File: config.mk
export PLATFORM = sky130hd
export DESIGN_NAME = bcd_timer_chain
export DESIGN_NICKNAME = d
export VERILOG_FILES = /design/src/rtl/bcd_timer_chain_pkg.sv /design/src/rtl/bcd_timer_chain_digit.sv /design/src/rtl/bcd_timer_chain.sv
export SDC_FILE = /design/constraint.sdc
export NUM_CORES = 1
export LEC_CHECK = 0
export CORE_AREA = 5 5 96 98
export DETAILED_ROUTE_END_ITERATION = 16
export DIE_AREA = 0 0 101 103
export DONT_BUFFER_PORTS = 1
export PLACE_DENSITY = 0.41
export SYNTH_ARGS = -nofsm -noshare
export SYNTH_HDL_FRONTEND = slang
export SYNTH_HIERARCHICAL = 1
export SYNTH_SLANG_ARGS = --single-unit
File: constraint.sdc
create_clock -name clk -period 7.2 [get_ports clk]
set_input_delay 0.72 -clock clk [delete_from_list [all_inputs] [get_ports clk]]
set_output_delay 0.72 -clock clk [all_outputs]
set_load 0.01 [all_outputs]
File: src/rtl/bcd_timer_chain_pkg.sv
// Shared digit width, stopwatch moduli and per-digit helpers
// for the cascaded BCD timer chain.
package bcd_timer_chain_pkg;

   localparam int DIGIT_W = 4;

   // M:SS.T layout, tenths in the low nibble
   localparam logic [15:0] SW_MODS = {4'd9, 4'd5, 4'd9, 4'd9};

   function automatic logic [DIGIT_W-1:0] clamp_digit(
      input logic [DIGIT_W-1:0] v,
      input logic [DIGIT_W-1:0] max
   );
      return (v > max) ? max : v;
   endfunction

   function automatic logic [DIGIT_W-1:0] step_digit(
      input logic [DIGIT_W-1:0] q,
      input logic [DIGIT_W-1:0] max,
      input logic               up
   );
      logic [DIGIT_W-1:0] r;
      if (up) r = (q == max) ? '0 : q + 1'b1;
      else    r = (q == '0) ? max : q - 1'b1;
      return r;
   endfunction

endpackage

File: src/rtl/bcd_timer_chain_digit.sv
// One BCD digit with its own modulus: load-with-clamp,
// wrap in both directions, and terminal flags for the chain.
module bcd_digit
   import bcd_timer_chain_pkg::*;
#(
   parameter logic [DIGIT_W-1:0] MAX = 4'd9
) (
   input  logic               clk,
   input  logic               clr,
   input  logic               load,
   input  logic [DIGIT_W-1:0] ld_val,
   input  logic               en,
   input  logic               up,
   output logic [DIGIT_W-1:0] q,
   output logic               at_max,
   output logic               at_zero
);

   logic [DIGIT_W-1:0] q_q;
   logic [DIGIT_W-1:0] q_d;

   always_comb begin
      q_d = q_q;
      if (load) begin
         q_d = clamp_digit(ld_val, MAX);
      end else if (en) begin
         q_d = step_digit(q_q, MAX, up);
      end
   end

   always_ff @(posedge clk) begin
      if (clr) q_q <= '0;
      else     q_q <= q_d;
   end

   assign q       = q_q;
   assign at_max  = (q_q == MAX);
   assign at_zero = (q_q == '0);

endmodule

File: src/rtl/bcd_timer_chain.sv
// NDIG-digit BCD up/down chain with preset, lap capture,
// terminal-count tick and optional stop-at-terminal.
module bcd_timer_chain
   import bcd_timer_chain_pkg::*;
#(
   parameter int                     NDIG = 4,
   parameter logic [DIGIT_W*NDIG-1:0] MODS = SW_MODS
) (
   input  logic                    clk,
   input  logic                    clr,
   input  logic                    en,
   input  logic                    up,
   input  logic                    mode,
   input  logic                    load,
   input  logic [DIGIT_W*NDIG-1:0] load_val,
   input  logic                    lap,
   output logic [DIGIT_W*NDIG-1:0] cnt,
   output logic [DIGIT_W*NDIG-1:0] lap_cnt,
   output logic                    lap_valid,
   output logic                    tc,
   output logic                    done
);

   logic [NDIG-1:0] at_max;
   logic [NDIG-1:0] at_zero;
   logic [NDIG-1:0] dig_term;
   logic [NDIG-1:0] dig_en;
   logic            at_term;
   logic            blocked;
   logic            cnt_en;

   logic [DIGIT_W*NDIG-1:0] lap_q, lap_d;
   logic                    lap_valid_q, lap_valid_d;
   logic                    done_q, done_d;

   assign dig_term = up ? at_max : at_zero;
   assign at_term  = &dig_term;
   assign tc       = en & at_term;

   // A sticky done freezes the count until load or clr
   assign blocked = done_q | (mode & at_term);
   assign cnt_en  = en & ~load & ~blocked;

   always_comb begin
      logic c;
      c      = cnt_en;
      dig_en = '0;
      for (int i = 0; i < NDIG; i++) begin
         dig_en[i] = c;
         c         = c & dig_term[i];
      end
   end

   for (genvar g = 0; g < NDIG; g++) begin : g_dig
      bcd_digit #(
         .MAX(MODS[DIGIT_W*g +: DIGIT_W])
      ) u_dig (
         .clk    (clk),
         .clr    (clr),
         .load   (load),
         .ld_val (load_val[DIGIT_W*g +: DIGIT_W]),
         .en     (dig_en[g]),
         .up     (up),
         .q      (cnt[DIGIT_W*g +: DIGIT_W]),
         .at_max (at_max[g]),
         .at_zero(at_zero[g])
      );
   end

   always_comb begin
      done_d      = done_q;
      lap_d       = lap_q;
      lap_valid_d = lap_valid_q;
      if (load) begin
         done_d      = 1'b0;
         lap_valid_d = 1'b0;
      end else begin
         if (en && mode && at_term) done_d = 1'b1;
         if (lap) begin
            lap_d       = cnt;
            lap_valid_d = 1'b1;
         end
      end
   end

   always_ff @(posedge clk) begin
      if (clr) begin
         done_q      <= 1'b0;
         lap_q       <= '0;
         lap_valid_q <= 1'b0;
      end else begin
         done_q      <= done_d;
         lap_q       <= lap_d;
         lap_valid_q <= lap_valid_d;
      end
   end

   assign done      = done_q;
   assign lap_cnt   = lap_q;
   assign lap_valid = lap_valid_q;

endmodule

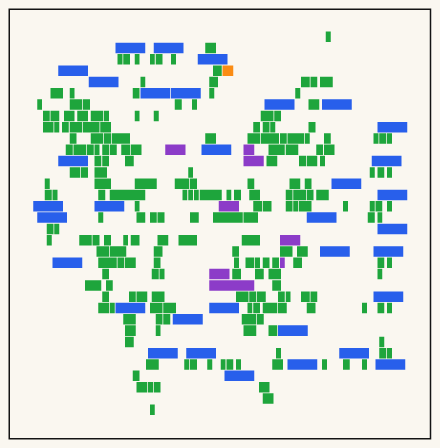
Fig. 1. Placed cells, one colour a class (run 1).
colour	class	cells	share of their area
orange	remaining buffers and delay cells	1	0.35%
green	remaining logic cells	221	63%
blue	sequential cells	34	32%
purple	clock drivers and dummy loads	8	5.1%
# rows: 34
Seq/total area: 29.7%
Core Area: 8380 µm²

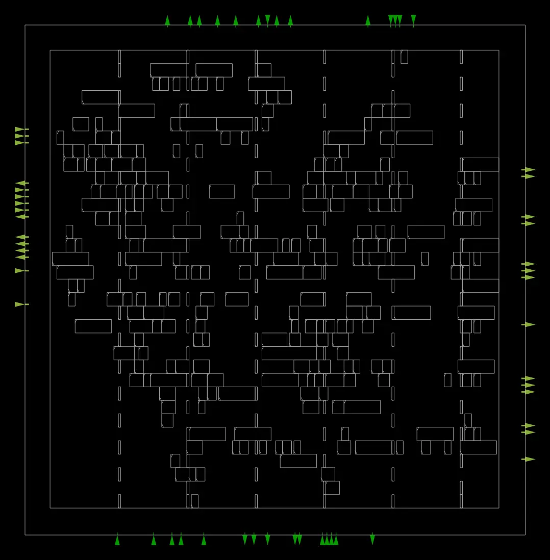
Fig. 2. Cell placement (run 1).
flip-flops: 34
fin util: 27.4%

==> flow_summary.json, run 1 <==
{
  "simple_gate_share_pct": 32.7,
  "top_cell": "nand2_1",
  "hpwl_um": 4160,
  "synth.top_cells.by_count": "nand2_1 (38), dfxtp_1 (34), a21oi_1 (33)",
  "wire_per_inst_um": 16.5,
  "report.final.slew_viol_count": 0,
  "grt.overflow.total": 0,
  "hold_viol": 0,
  "antenna_found_initial": 0,
  "netlist_logic_family_top": "simple AND/OR/NAND/NOR gates",
  "port_buffers": 0,
  "ys_ff": 34,
  "clockPowerShare_pct": 39.4,
  "grtUsageMet1_pct": 14.6,
  "cts_buffers": 5,
  "cp_num_buf_inv": 0,
  "min_path_type": "in2reg",
  "seqCellArea_um2": 681,
  "top_cells_by_area": "dfxtp_1 (30%), buf_6 (8.5%), a21oi_1 (7.3%), nand2_1 (6.3%), nor3b_1 (3.3%)",
  "slowest_delay_ps": 690,
  "hold_path.startpoint": "clr",
  "drc_errors": 0,
  "fillCellCount": 910,
  "ys_seq_share_pct": 30.2,
  "irDropWorstVdd_mv": 0.0672,
  "cts_resized": 0,
  "worstPathCellList": "nor4_1, mux2_4, nand3_2, a211oi_2, and3_1, nand3_1, or2_2, a211oi_1",
  "clock-sinks": 34,
  "crit_type": "reg2reg",
  "xor_area_share_pct": 4.66,
  "comb_area_um2": 1330,
  "drv_cap": 0,
  "postCtsSetupBuffers": 0,
  "yosysTopAreaCell": "dfxtp_1",
  "grt_pass1_wl_um": 9720,
  "ys_sh_aoi_pct": 20.3,
  "yosys_cells": 276,
  "p_seq_share_pct": 48.8,
  "diodes": 0,
  "tool_warnings": 26,
  "ys_area_um2": 2260,
  "status": "finished clean",
  "chip_area_um2": 10400,
  "yosysWarnings": 6,
  "sw_frac_of_total_pct": 28.0,
  "crit_family": "simple AND/OR/NAND/NOR gates",
  "critPathMaxFanout": 12,
  "reg2reg_to": "g_dig[2].u_dig/q[3]",
  "adder_share_pct": 0,
  "crit_start": "g_dig[0].u_dig/q[0]",
  "power.total_mw": 0.454,
  "final_cell_mix": "nand2_1 (38), dfxtp_1 (34), a21oi_1 (33)",
  "place_congestion": 0.769,
  "cts_tree": "built",
  "tightest_slew_ps": 776
}
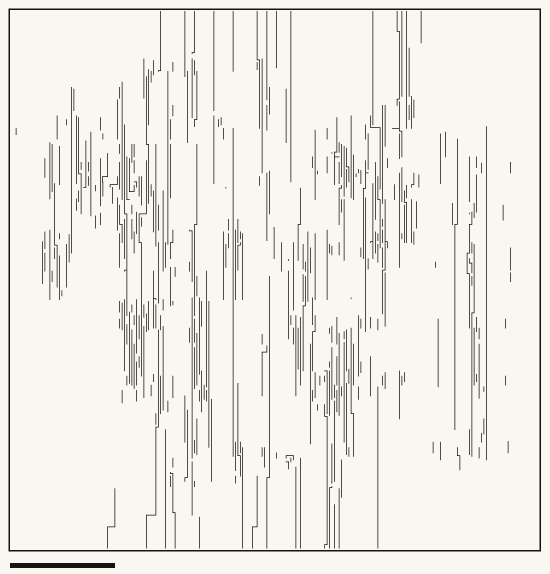
Fig. 3. M2 wires (run 1).
Bar = 20 µm.
wire length on this layer	3050 µm
longest straight run	63.6 µm
main direction	vertical
share of all routed wire	50%
nets with wire on the layer	216

-- run 1: power groups by stage --
stage	Combinational, mW	Sequential (mW)	Clock (mW)
6_report	0.0537	0.221	0.179
5_1_grt	0.0606	0.224	0.196
4_1_cts	0.0543	0.222	0.188
3_5_place_dp	0.0539	0.226	0
3_3_place_gp	0.0543	0.226	0
2_1_floorplan	0.0694	0.212	0
-- run 1: metrics by stage --
stage               instances  cell area (µm²)  util [%]  hold slack (ps)
global placement          364             2180      26.1              484
CTS                       372             2290      27.4              476
floorplan                 276             2260         -              481
finish                    372             2290      27.4              489
global route              372             2290      27.4              463
detailed placement        364             2180      26.1              490
-- run 1: how the worst max path moves through the flow --
stage	endpoint	slack, ps	cells past startpoint
floorplan	g_dig[2].u_dig/q[3]	4690	9
global placement	g_dig[2].u_dig/q[3]	4460	8
detailed placement	g_dig[2].u_dig/q[3]	4410	8
CTS	g_dig[2].u_dig/q[3]	4370	8
global route	g_dig[2].u_dig/q[3]	4150	8
finish	g_dig[2].u_dig/q[3]	4410	8
-- run 1: kinds of logic after synthesis --
family / after synthesis
DFF: 34
xor gates and xnor gates: 12
AOI/OAI and AO/OA: 73
and+or+nand+nor: 125
buffers and inverters: 30
muxes: 2
-- run 1: registers in the layout, indices dropped and copies added (netlist names) --
name,cells
done,1
g_dig.u_dig/q,16
lap_cnt,16
lap_valid,1
-- run 1: layout make-up --
type	instances	area share (%)
sequential	34	29.7
clock buffer	6	3.16
multi-input combinational	212	57.8
inverter	9	1.47
clock inverter	2	1.64
timing repair buffer	1	0.327
tap	108	5.89
-- run 1: routing by layer --
| metal | wire length [µm] | up-vias |
|---|---|---|
| met5 | 0 | - |
| met1 | 2620 | 889 |
| met3 | 427 | 5 |
| li1 | - | 963 |
| met4 | 32 | 0 |
| met2 | 3050 | 46 |
==> run 2, diff against run 1 <==
- PLACE_DENSITY: 0.41 -> 0.42
- clock period: 7.2 -> 2.4 ns (I/O delays scaled with it)
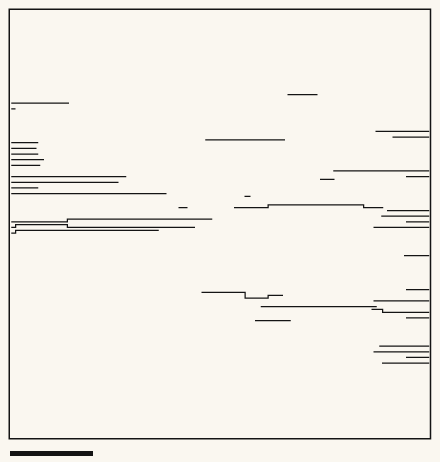
Fig. 4. M3 wires (run 2).
Bar = 20 µm.
nets with wire on the layer	35
share of all routed wire	9.1%
main direction	horizontal

==> run 2 against run 1 <==
Effect of this change:
- area after synthesis unchanged
- largest cell class unchanged
- clock skew is 3.3 ps lower
- cell count rose by 7.3%
- register-to-register slack got worse by 4200 ps
==> flow_summary.json, run 2 <==
{
  "diodes": 0,
  "yosys_cells": 276,
  "dr_wl_met3_um": 572,
  "top_cells_by_area": "dfxtp_1 (30%), buf_6 (8.5%), a21oi_1 (7.3%), nand2_1 (6.3%), nor3b_1 (3.3%)",
  "ys_area_um2": 2260,
  "tool_warnings": 26,
  "sw_frac_of_total_pct": 27.7,
  "final_cell_mix": "nand2_1 (38), dfxtp_1 (34), a21oi_1 (33)",
  "cts_tree": "built",
  "cts_buffers": 5,
  "irDropWorstVdd_mv": 0.175,
  "critPathMaxFanout": 6,
  "crit_start": "g_dig[2].u_dig/q[3]",
  "setup.worst_path.end": "g_dig[3].u_dig/q[1]",
  "yosysWarnings": 6,
  "place_congestion": 0.753,
  "ys_sh_aoi_pct": 20.3,
  "leakage_nw": 0.887,
  "drc_errors": 0,
  "postCtsSetupBuffers": 0,
  "hpwl_um": 4420,
  "seqCellArea_um2": 681,
  "min_path_type": "in2reg",
  "finalCritPeriodShare_pct": 90.2,
  "cts_max_path_buffers": 2,
  "antenna_found_initial": 0,
  "clockPowerShare_pct": 37.7,
  "met1Wirelength_um": 2490,
  "port_buffers": 0,
  "utilization_pct": 30.1,
  "status": "finished clean",
  "netlist_logic_family_top": "simple AND/OR/NAND/NOR gates",
  "grtUsageMet2_pct": 21.1,
  "top_layer": "met4",
  "tightest_slew_ps": 696,
  "hold_path.startpoint": "clr",
  "simple_gate_share_pct": 32.7,
  "grtUsageMet1_pct": 13.4,
  "wire_per_inst_um": 15.7,
  "rsz0062_at_grt": "no",
  "fp.coreArea_um2": 8380,
  "clock-sinks": 34,
  "yosysTopAreaCell": "dfxtp_1",
  "report.final.slew_viol_count": 0,
  "xor_area_share_pct": 4.66,
  "row_count": 34,
  "comb_area_um2": 1340,
  "ys_ff": 34,
  "fillCellCount": 903,
  "chip_area_um2": 10400,
  "reg2reg_to": "g_dig[3].u_dig/q[1]",
  "drv_cap": 0,
  "met2_length_um": 3140,
  "top_cell": "nand2_1",
  "hold_viol": 0,
  "num_vias": 2026,
  "ys_seq_share_pct": 30.2
}
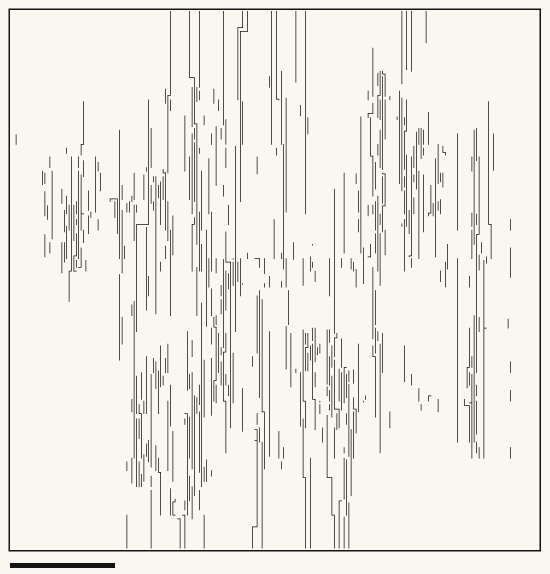
Fig. 5. M2 wires (run 2).
Bar = 20 µm.
share of all routed wire	50%
nets with wire on the layer	255
longest straight run	38.7 µm

## run 2: cell counts after synthesis
Identical to the previous run, type by type.
## run 2: worst max-delay path, cell delays in order, from the launching register on
cell and delay, ps:
dfxtp_1 360, nor4_1 530, nand3b_4 130, nand2_1 180, nor3b_2 260, or2b_1 290, a211o_1 230, a21oi_1 120
## run 2: cell type report
cell class                 instances  share of cell area, %
clock buffer                       5                   2.73
clock inverter                     3                   1.59
inverter                           9                   1.34
multi-input combinational        212                   53.3
sequential                        34                   27.0
tap                              108                   5.37
timing repair buffer              28                   8.64
## run 2: kinds of logic (layout without fill, tap and decap cells)
| logic type | Yosys count | count (layout) |
|---|---|---|
| flops | 34 | 34 |
| xor+xnor | 12 | 12 |
| buf+inv | 30 | 45 |
| compound gates | 73 | 73 |
| mux | 2 | 2 |
| simple gates | 125 | 125 |
## run 2: repair_timing
action / CTS / global route
hold buffers: 0 / 3
setup endpoints to repair: 0 / 4
endpoints found under the hold margin: 0 / 8
gates resized: 0 / 2
## run 2: metrics by stage
step / power, mW / hold slack (ps) / instance area (µm²) / std cells / worst slack (ps)
global placement: 0.885 / 318 / 2370 / 388 / 252
finish: 1.41 / 20.2 / 2520 / 399 / 236
detailed placement: 0.885 / 319 / 2370 / 388 / 230
CTS: 1.43 / 0.735 / 2480 / 396 / 225
floorplan: 0.847 / 309 / 2260 / 276 / 72.2
global route: 1.49 / -0.457 / 2520 / 399 / 17.5
## run 2: power by group through the flow
stage | combinational [mW] | clock [mW] | sequential (mW)
detailed placement | 0.254 | 0 | 0.631
finish | 0.260 | 0.530 | 0.617
floorplan | 0.210 | 0 | 0.638
CTS | 0.255 | 0.553 | 0.618
global route | 0.290 | 0.578 | 0.622
global placement | 0.254 | 0 | 0.631
Power and IR drop assume default switching activity.
